**config.mk**
```make
export PLATFORM = sky130hd
export DESIGN_NAME = sum4
export DESIGN_NICKNAME = d
export VERILOG_FILES = /design/src/rtl/sum4.sv
export SDC_FILE = /design/constraint.sdc
export NUM_CORES = 1
export LEC_CHECK = 0
export ABC_AREA = 1
export CORE_AREA = 4 4 41 43
export DETAILED_ROUTE_END_ITERATION = 12
export DIE_AREA = 0 0 45 47
export GPL_ROUTABILITY_DRIVEN = 0
export PLACE_DENSITY = 0.64
export SYNTH_ARGS = -nofsm -noshare
export SYNTH_HDL_FRONTEND = slang
export SYNTH_SLANG_ARGS = --single-unit
```
**constraint.sdc**
```tcl
create_clock -name clk -period 2.3 [get_ports clk]
set_input_delay 0.46 -clock clk [delete_from_list [all_inputs] [get_ports clk]]
set_output_delay 0.46 -clock clk [all_outputs]
set_load 0.01 [all_outputs]
```
**src/rtl/sum4.sv**
```systemverilog
// Ripple-carry WIDTH-bit adder with combinational sum/carry/overflow and a registered copy.
// Optional macro SUM4_PARITY_EN adds a registered even-parity bit of S on par_q.
module sum4 #(
  parameter int WIDTH = 4
) (
  input  logic             clk,
  input  logic             rst_n,
  input  logic [WIDTH-1:0] A,
  input  logic [WIDTH-1:0] B,
  input  logic             c_in,
  output logic [WIDTH-1:0] S,
  output logic             c_out,
  output logic             ovf,
  output logic [WIDTH-1:0] S_q,
  output logic             c_out_q,
  output logic             ovf_q,
  output logic             par_q
);

  logic [WIDTH:0] carry;

  // NOTE: blocking assignments here so each cell sees the carry computed just above it.
  always_comb begin
    carry    = '0;
    S        = '0;
    carry[0] = c_in;
    for (int i = 0; i < WIDTH; i++) begin
      S[i]       = A[i] ^ B[i] ^ carry[i];
      carry[i+1] = (A[i] & B[i]) | (carry[i] & (A[i] ^ B[i]));
    end
  end

  assign c_out = carry[WIDTH];
  assign ovf   = carry[WIDTH-1] ^ carry[WIDTH];

  // NOTE: non-blocking assignments for all flops; reset is asynchronous and clears every register.
  always_ff @(posedge clk or negedge rst_n) begin
    if (!rst_n) begin
      S_q     <= '0;
      c_out_q <= 1'b0;
      ovf_q   <= 1'b0;
    end else begin
      S_q     <= S;
      c_out_q <= c_out;
      ovf_q   <= ovf;
    end
  end

`ifdef SUM4_PARITY_EN
  always_ff @(posedge clk or negedge rst_n) begin
    if (!rst_n) par_q <= 1'b0;
    else        par_q <= ^S;
  end
`else
  assign par_q = 1'b0;
`endif

endmodule

```
Fig. 1: signal wires on met3
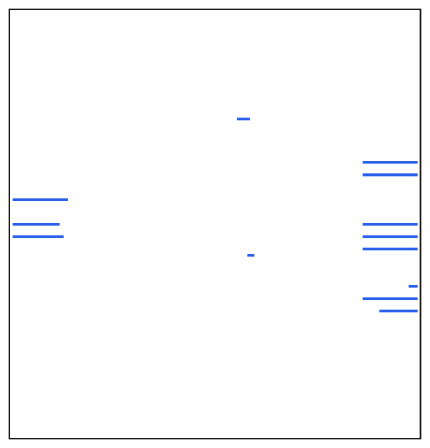
share of all routed wire: 9.6%
main direction: horizontal

Fig. 2: routed metal per tile
9 x 9 tiles, from dark blue (low) to red (high), scaled to the fullest tile. Values are wire area over tile area, all layers added.
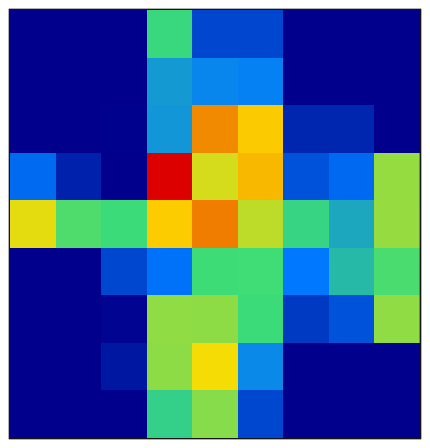
emptiest ninth of the die: top left
nearly empty tiles: 41%
tiles over half the peak: 26%
densest ninth of the die: middle

Fig. 3: met1 routing
Scale bar: 10 um. Supply wires on this layer in grey.
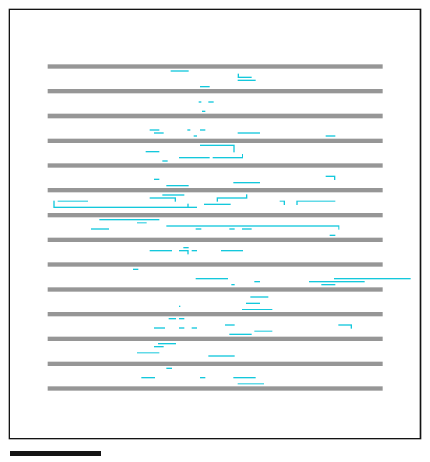
main direction: horizontal
share of all routed wire: 27%
nets with wire on the layer: 54
wire length on this layer: 159 um
longest straight run: 18.9 um

==> job_summary.md <==
### Yosys + OpenROAD results

| Metric | Value |
|---|---|
| Aggregate negative setup slack | `-0.870 ns` |
| Power density normalized to cell area | `626 nW/um2` |
| Number of failing hold endpoints at the final stage | `0` |
| Max Fclk | `374 MHz` |
| Detailed placement HPWL | `489 um` |
| NonClk Buf Share | `44.9%` |
| WP data arrival | `2.22 ns` |
| Sequential fraction of total cell area | `24.4%` |
| Post-synth top area share | `51.7%` |
| Setup repair after global routing missed its margin | `yes` |
| Die height | `47 um` |
| Pin count of the biggest net entering global routing | `7` |
| Critical path launch point type | `input pin` |
| Total Routing Usage GR | `6.15%` |
| Violated checks | `setup timing` |
| Via density per instance | `3.74` |
| Total of flip-flops plus latches after synthesis | `6` |
| Data required time of the critical path | `1.84 ns` |
| Final worst setup slack | `-0.376 ns` |
| 1st-pass router iterations | `1` |
| Max Cap Viol | `0` |
| I/O pin total | `24` |
| Tot Pwr | `385 uW` |
| Critical Path End Type | `output port` |
| Wire length of the first global-routing pass | `848 um` |
| Chip Area | `2120 um2` |
| Switch share | `25.8%` |
| Yosys aoi share | `0%` |
| Synthesis-to-layout area growth | `112%` |
| Final count of negative-setup-slack endpoints | `3` |
| Syn Std Cell Area | `290 um2` |
| Logic Gate Count | `8` |
| Warning count from the yosys run | `0` |
| Count of cells resized by post-cts repair | `38` |
| CTS tree | `done` |
| ANT cells | `0` |
| Part of the total power dissipated in the clock network | `23.5%` |
| Post-synth top area cell | `sky130_fd_sc_hd__dfrtp_1` |
| Final sequential cell count | `6` |
| Most repeated cell in the gate-level netlist after synthesis | `sky130_fd_sc_hd__inv_1` |
| Run status | `finished with violations` |
| Initial standard-cell utilization of the core | `22.3%` |
| Cell at the root of the clock tree | `sky130_fd_sc_hd__clkbuf_4` |
| Leakage | `0.310 nW` |
| Clock network area share | `3.66%` |
| Post-synth area from yosys stat | `290 um2` |
| Sw power | `99.3 uW` |
| Port Buffer Count | `22` |
| Via count of the first global-routing pass | `260` |
| Inverters | `10` |
| Internal power of the cells | `286 uW` |
| Tapcell count | `15` |
| Placed Cells incl. Taps | `64` |
| Reg power frac | `32.8%` |
| Clock net power | `90.6 uW` |
| Sequential cell area | `150 um2` |
| Clock period minus worst slack | `2.68 ns` |
| Finished Cell Area | `616 um2` |
| Number of buffers between clock root and the deepest sink | `2` |
| Total number of vias | `269` |
| Distinct lib cells | `7` |
| Basic Gates by Area | `3.88%` |
| Final-layout worst hold slack | `0.456 ns` |
| Kind of critical path | `in -> out` |
| Count of clock buffers in the final design | `3` |
| Synth Net Count | `40` |
| Biggest consumer | `combinational logic` |
| Count of unresolved DRC violations after routing | `0` |
| Startpoint of the worst setup timing path | `A[0]` |
| FP Rows | `13` |
| Post-Route WL | `586 um` |
| Most area-hungry cell class in the final design | `buffers` |
| Cell Count, Final, Fillers Out | `72` |
| Path class of the lowest-slack min-delay path | `in -> async` |
| Peak fanout along the critical path | `2` |
| Power dissipated in combinational cells | `168 uW` |
| Initial antenna violation count | `0` |
| Post-synth ARST share | `100%` |
| Total cells reported by yosys after synthesis | `25` |
| Parity-gate share of the synthesized area counting xor and xnor cells | `0%` |
| Met3 layer usage reported by global route | `1.15%` |
| Buffers inserted during post-CTS setup optimization | `2` |
| CTS hold repair buffers | `0` |
| Power in sequential cells | `126 uW` |
| Synthesized-area fraction occupied by adder cells | `27.6%` |
| Length of routed met3 wiring | `56 um` |
| Primary FF master, synth | `sky130_fd_sc_hd__dfrtp_1` |
| Ratio of cells with drive above 1 in the final layout | `52.6%` |
| Number of enable flip-flop cells | `0` |
| Number of max-slew violations in the final report | `0` |
| Layout buffer count excluding clock buffers | `30` |
| Met2 wire len | `355 um` |
| Count of routing violations after the opening detailed-route iteration | `0` |
| Share of the cycle needed by the critical path after routing | `116%` |
| Final #Nets | `74` |
| Combinational Power Share | `43.7%` |
| Die width | `45 um` |
| Clk sinks | `6` |
| Inserted Clock Buffers | `3` |
| Remaining antenna violation count | `0` |
Fig. 4: track usage over the die
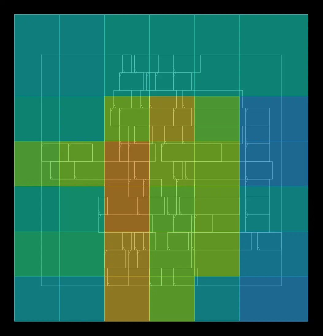
average wire per standard cell: 8.14 um
met1 Track Usage GR: 4.69%
Core Util, Final: 47.3%
global-route met2 utilization: 11.0%

Fig. 5: signal wires on met2
Cells faint in the background.
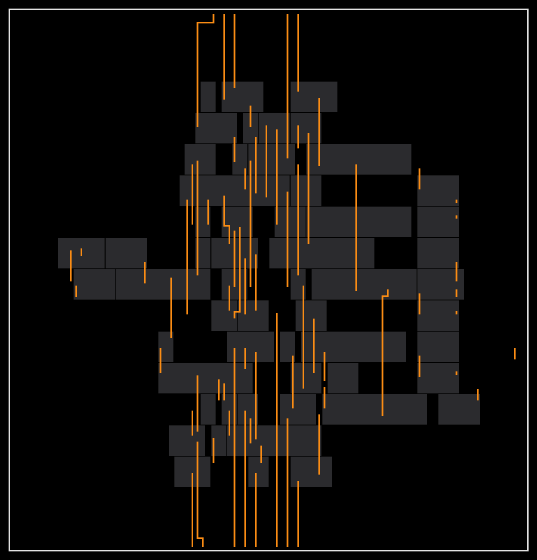
wire length on this layer: 356 um
share of all routed wire: 61%
longest straight run: 20.2 um

critical path, stage by stage:
cell and delay (ns):
sky130_fd_sc_hd__buf_6 0.09, sky130_fd_sc_hd__fa_2 0.37, sky130_fd_sc_hd__inv_2 0.06, sky130_fd_sc_hd__fa_2 0.18, sky130_fd_sc_hd__inv_2 0.04, sky130_fd_sc_hd__fa_2 0.34
sky130_fd_sc_hd__inv_2 0.07, sky130_fd_sc_hd__fa_2 0.43, sky130_fd_sc_hd__inv_2 0.08, sky130_fd_sc_hd__buf_6 0.09
cell usage in the layout (no fill, tap or decap), drive strengths merged:
master and n:
clkdlybuf4s50 12, conb 1, buf 15, nand2 3, dfrtp 6, dlygate4sd2 3, clkbuf 3, inv 10
fa 4
state kept, by name (all words and copies together) (netlist names):
name     cells
S_q          4
c_out_q      1
ovf_q        1
Power and IR drop assume default switching activity.
